### src/rtl/interval_scheduler.sv
// Round-robin owner of a shared interval counter: grants one requester at a time,
// counts its requested duration, then returns a one-cycle done pulse to it.
module interval_scheduler #(
    parameter int NREQ  = 4,
    parameter int WIDTH = 4
) (
    input  logic                    clock,
    input  logic                    clear,
    input  logic [NREQ-1:0]         req,
    input  logic [NREQ*WIDTH-1:0]   dur,
    input  logic                    abort,
    output logic [NREQ-1:0]         grant,
    output logic [WIDTH-1:0]        count,
    output logic                    busy,
    output logic [NREQ-1:0]         done
);

    localparam int IW = (NREQ > 1) ? $clog2(NREQ) : 1;

    typedef enum logic [1:0] {IDLE, COUNT, DONE} state_t;

    state_t           state;
    logic [IW-1:0]    last;
    logic [IW-1:0]    owner;
    logic [WIDTH-1:0] dur_q;

    logic [IW-1:0]    pick;
    logic [WIDTH-1:0] dur_pick;
    logic             found;
    int unsigned      idx;

    // Search starts one past the previous owner so the last winner goes to the back.
    always_comb begin
        pick  = last;
        found = 1'b0;
        idx   = 0;
        for (int unsigned k = 1; k <= NREQ; k++) begin
            idx = (int'(last) + k) % NREQ;
            if (!found && req[IW'(idx)]) begin
                found = 1'b1;
                pick  = IW'(idx);
            end
        end
        dur_pick = dur[int'(pick)*WIDTH +: WIDTH];
    end

    always_ff @(posedge clock or negedge clear) begin
        if (!clear) begin
            state <= IDLE;
            last  <= IW'(NREQ - 1);
            owner <= '0;
            dur_q <= '0;
            grant <= '0;
            count <= '0;
            busy  <= 1'b0;
            done  <= '0;
        end else begin
            case (state)
                IDLE: begin
                    done  <= '0;
                    count <= '0;
                    if (found) begin
                        owner <= pick;
                        last  <= pick;
                        dur_q <= dur_pick;
                        grant <= NREQ'(1) << pick;
                        busy  <= 1'b1;
                        state <= COUNT;
                    end
                end
                COUNT: begin
                    if (abort) begin
                        grant <= '0;
                        count <= '0;
                        busy  <= 1'b0;
                        state <= IDLE;
                    end else if (count == dur_q - 1'b1) begin
                        // dur_q of 0 wraps to all-ones here, giving a full 2^WIDTH interval
                        grant <= '0;
                        done  <= NREQ'(1) << owner;
                        state <= DONE;
                    end else begin
                        count <= count + 1'b1;
                    end
                end
                DONE: begin
                    done  <= '0;
                    count <= '0;
                    busy  <= 1'b0;
                    state <= IDLE;
                end
                default: begin
                    grant <= '0;
                    done  <= '0;
                    count <= '0;
                    busy  <= 1'b0;
                    state <= IDLE;
                end
            endcase
        end
    end

endmodule

### config.mk
export PLATFORM = sky130hd
export DESIGN_NAME = interval_scheduler
export DESIGN_NICKNAME = d
export VERILOG_FILES = /design/src/rtl/interval_scheduler.sv
export SDC_FILE = /design/constraint.sdc
export NUM_CORES = 1
export LEC_CHECK = 0
export ABC_AREA = 0
export CORE_AREA = 2 2 53 65
export DETAILED_ROUTE_END_ITERATION = 8
export DIE_AREA = 0 0 55 67
export GPL_ROUTABILITY_DRIVEN = 0
export PLACE_DENSITY_LB_ADDON = 0.1
export SLEW_MARGIN = 20
export SYNTH_ARGS = -nofsm -noshare
export SYNTH_HDL_FRONTEND = slang
export SYNTH_SLANG_ARGS = --single-unit
### constraint.sdc
create_clock -name clock -period 2.1 [get_ports clock]
set_clock_uncertainty 0.15 [all_clocks]
set_input_delay 0.42 -clock clock [delete_from_list [all_inputs] [get_ports clock]]
set_output_delay 0.42 -clock clock [all_outputs]
set_load 0.005 [all_outputs]
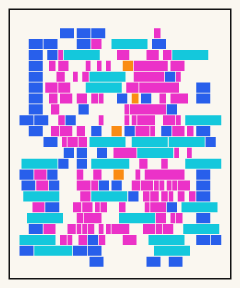
(images/placement_by_type.png)
(4 px per micron)
other buffers and delay cells: in blue, cells 59, share of their area 28%. clock drivers and dummy loads: in orange, cells 4, share of their area 1.5%. flops: in cyan, cells 23, share of their area 31%. combinational and other logic: in magenta, cells 105, share of their area 40%.

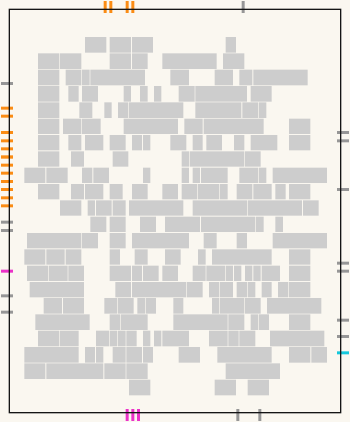
(images/io_placement.png)
(6 px per micron) Pins as bars across the die edge, other pins in gray.
`clear`: in cyan, pins 1, direction input, edge right. `req`: in magenta, pins 4, direction input, edge 3 bottom, 1 left. `dur`: in orange, pins 16, direction input, edge 12 left, 4 top.
All pins by edge: 18 left, 8 right, 5 top, 5 bottom.

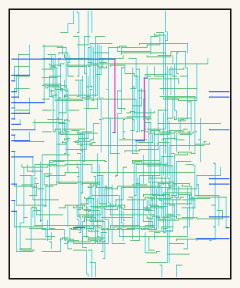
(images/wires.png)
(4 px per micron)
metal 4: in magenta, wire length 34.0 microns. metal 2: in cyan, wire length 1780 microns. metal 3: in blue, wire length 113 microns. metal 1: in green, wire length 1380 microns.

==> results.cfg <==
; yosys + openroad results
[status]
outcome = complete, no violations

[logic_synthesis]
edf_count = 0
top_cell_area_share = 0.4260
ys_types = 38
yosysSeqAreaShare = 0.4686
synth-main-ff-cell = dfrtp_1
yosysWarningCount = 0
ys_cells = 130
ys_area_sq_um = 1234

[sta]
setup_violations = 0
fin_setup_tns_ps = 0
drv_slew = 0
fmax_ghz = 0.4865
hold_violations = 0
finalCritPeriodShare = 0.9789
maxSlewHeadroom = 0.7751
hold_ws_ps = 281.5
setup_slack_ps = 44.37

[setup_path]
crit_path_start = dur_q[0]$_DFFE_PN0P_
ff2ff_path_depth = 8
worstPathCellList = inv_2 -> ha_4 -> xnor2_4 -> nor4b_4 -> buf_4 -> a22oi_2 -> or4_4 -> a21oi_2
slowest_delay_ps = 430
cp.required_ps = 2210
r2r-start = dur_q[0]$_DFFE_PN0P_
timing.rr.end = done[0]$_DFFE_PN0P_
path_buffers = 2
rrSetupSlack_ps = 40
cp.depth = 8

[power]
swShare = 0.4052
power_frac_comb = 0.603
powerDensity_nw_per_um2 = 1273
p_clk_frac = 0.086
p_total_uw = 2463
powerSeq_uw = 764
powerComb_uw = 1490
p_sw_uw = 997.8
pwr-share-seq = 0.310

[clock_network]
root_buffer = clkbuf_4
cts_buffer_depth = 2
hold_buffers = 0
cts_tree = built
htree_levels = 1
clock-sinks = 23
cts_resized = 7

[floorplanning]
die-area_sq_um = 3685
die_y_microns = 67
rows = 22
tapCellCount = 36
fp_util = 0.4074
ios = 36
core_area_sq_um = 3028

[place]
pre_cts_ws_ps = -231.5
place_inst = 224
post_dp_cell_area_sq_um = 1809

[cells_and_area]
comb_share = 0.3777
ff_latch_area_sq_um = 578.1
drive_gt1_frac = 0.2565
fin_area_sq_um = 1934
logic_gates = 99
seq_area_frac = 0.2988
nonClkBufAreaFrac = 0.2743
clkCellAreaFrac = 0.01423
top_area_cell_class = multi-input combinational cells
antenna_cells = 0
lay_top_count = clkdlybuf4s50_1
fillers = 271
n_all_inverters = 6
nNetsFinal = 217
logic_area_sq_um = 730.7
lay_top_cells = clkdlybuf4s50_1 (35), buf_4 (24), dfrtp_1 (21)

[route]
drt_iter0_drc = 36
routed-via-count = 1197
routedWlPerCell_microns = 14.56
via_per_inst = 5.273

[global_route]
grt-busiest-layer = met2
grt_max_degree = 24
grt_pass1_wl_microns = 5319
first_global_vias = 1248
met1_usage = 0.2391
antenna_found_initial = 0
grt_util_all_layers = 0.1981
groute.layer.met3.usage = 0.02915

[worst_hold_path]
hp-class = in -> async

[run]
drv_cap = 0
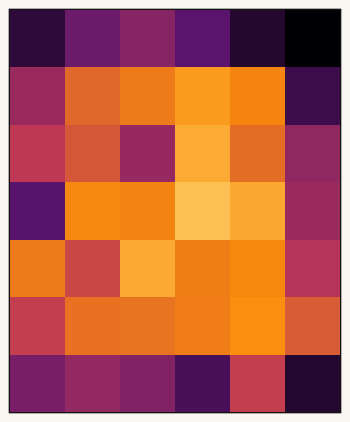
(images/cell_density.png)
(6 px per micron) 6 x 7 tiles, from black (low) to pale yellow (high), 0 to 100% covered.
The emptiest ninth of the die: top right. 14% of the tiles are over 75% full. 2.4% of the tiles are nearly empty. The densest ninth of the die: middle. The mean over all tiles is 51%.

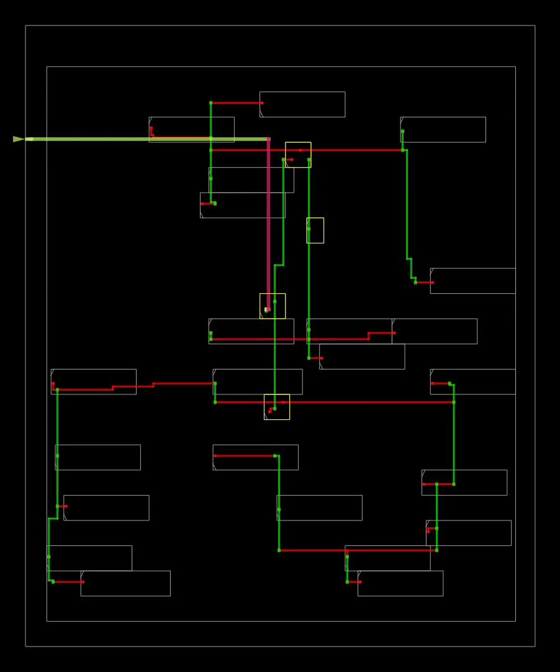
(images/clocks.png)
Clock Latency Late Sink: 310 ps
clkbuf count: 3
Seq cells: 23

==> cell families (layout without fill, tap and decap cells) <==
| family | Yosys count | after routing | share of synthesized area |
|---|---|---|---|
| compound gates | 43 | 43 | 0.2383 |
| xor+xnor | 6 | 6 | 0.04260 |
| fa+ha+maj | 2 | 2 | 0.02028 |
| buf+inv | 8 | 69 | 0.02433 |
| flops | 23 | 23 | 0.4686 |
| mux | 1 | 1 | 0.008114 |
| simple gates | 47 | 47 | 0.1978 |
==> per-layer routing <==
metal	up-vias	share of wire
met5	-	0
met1	569	0.42
met4	0	0.010
li1	594	-
met3	4	0.034
met2	30	0.54
Power is estimated from default activity; no workload was simulated.
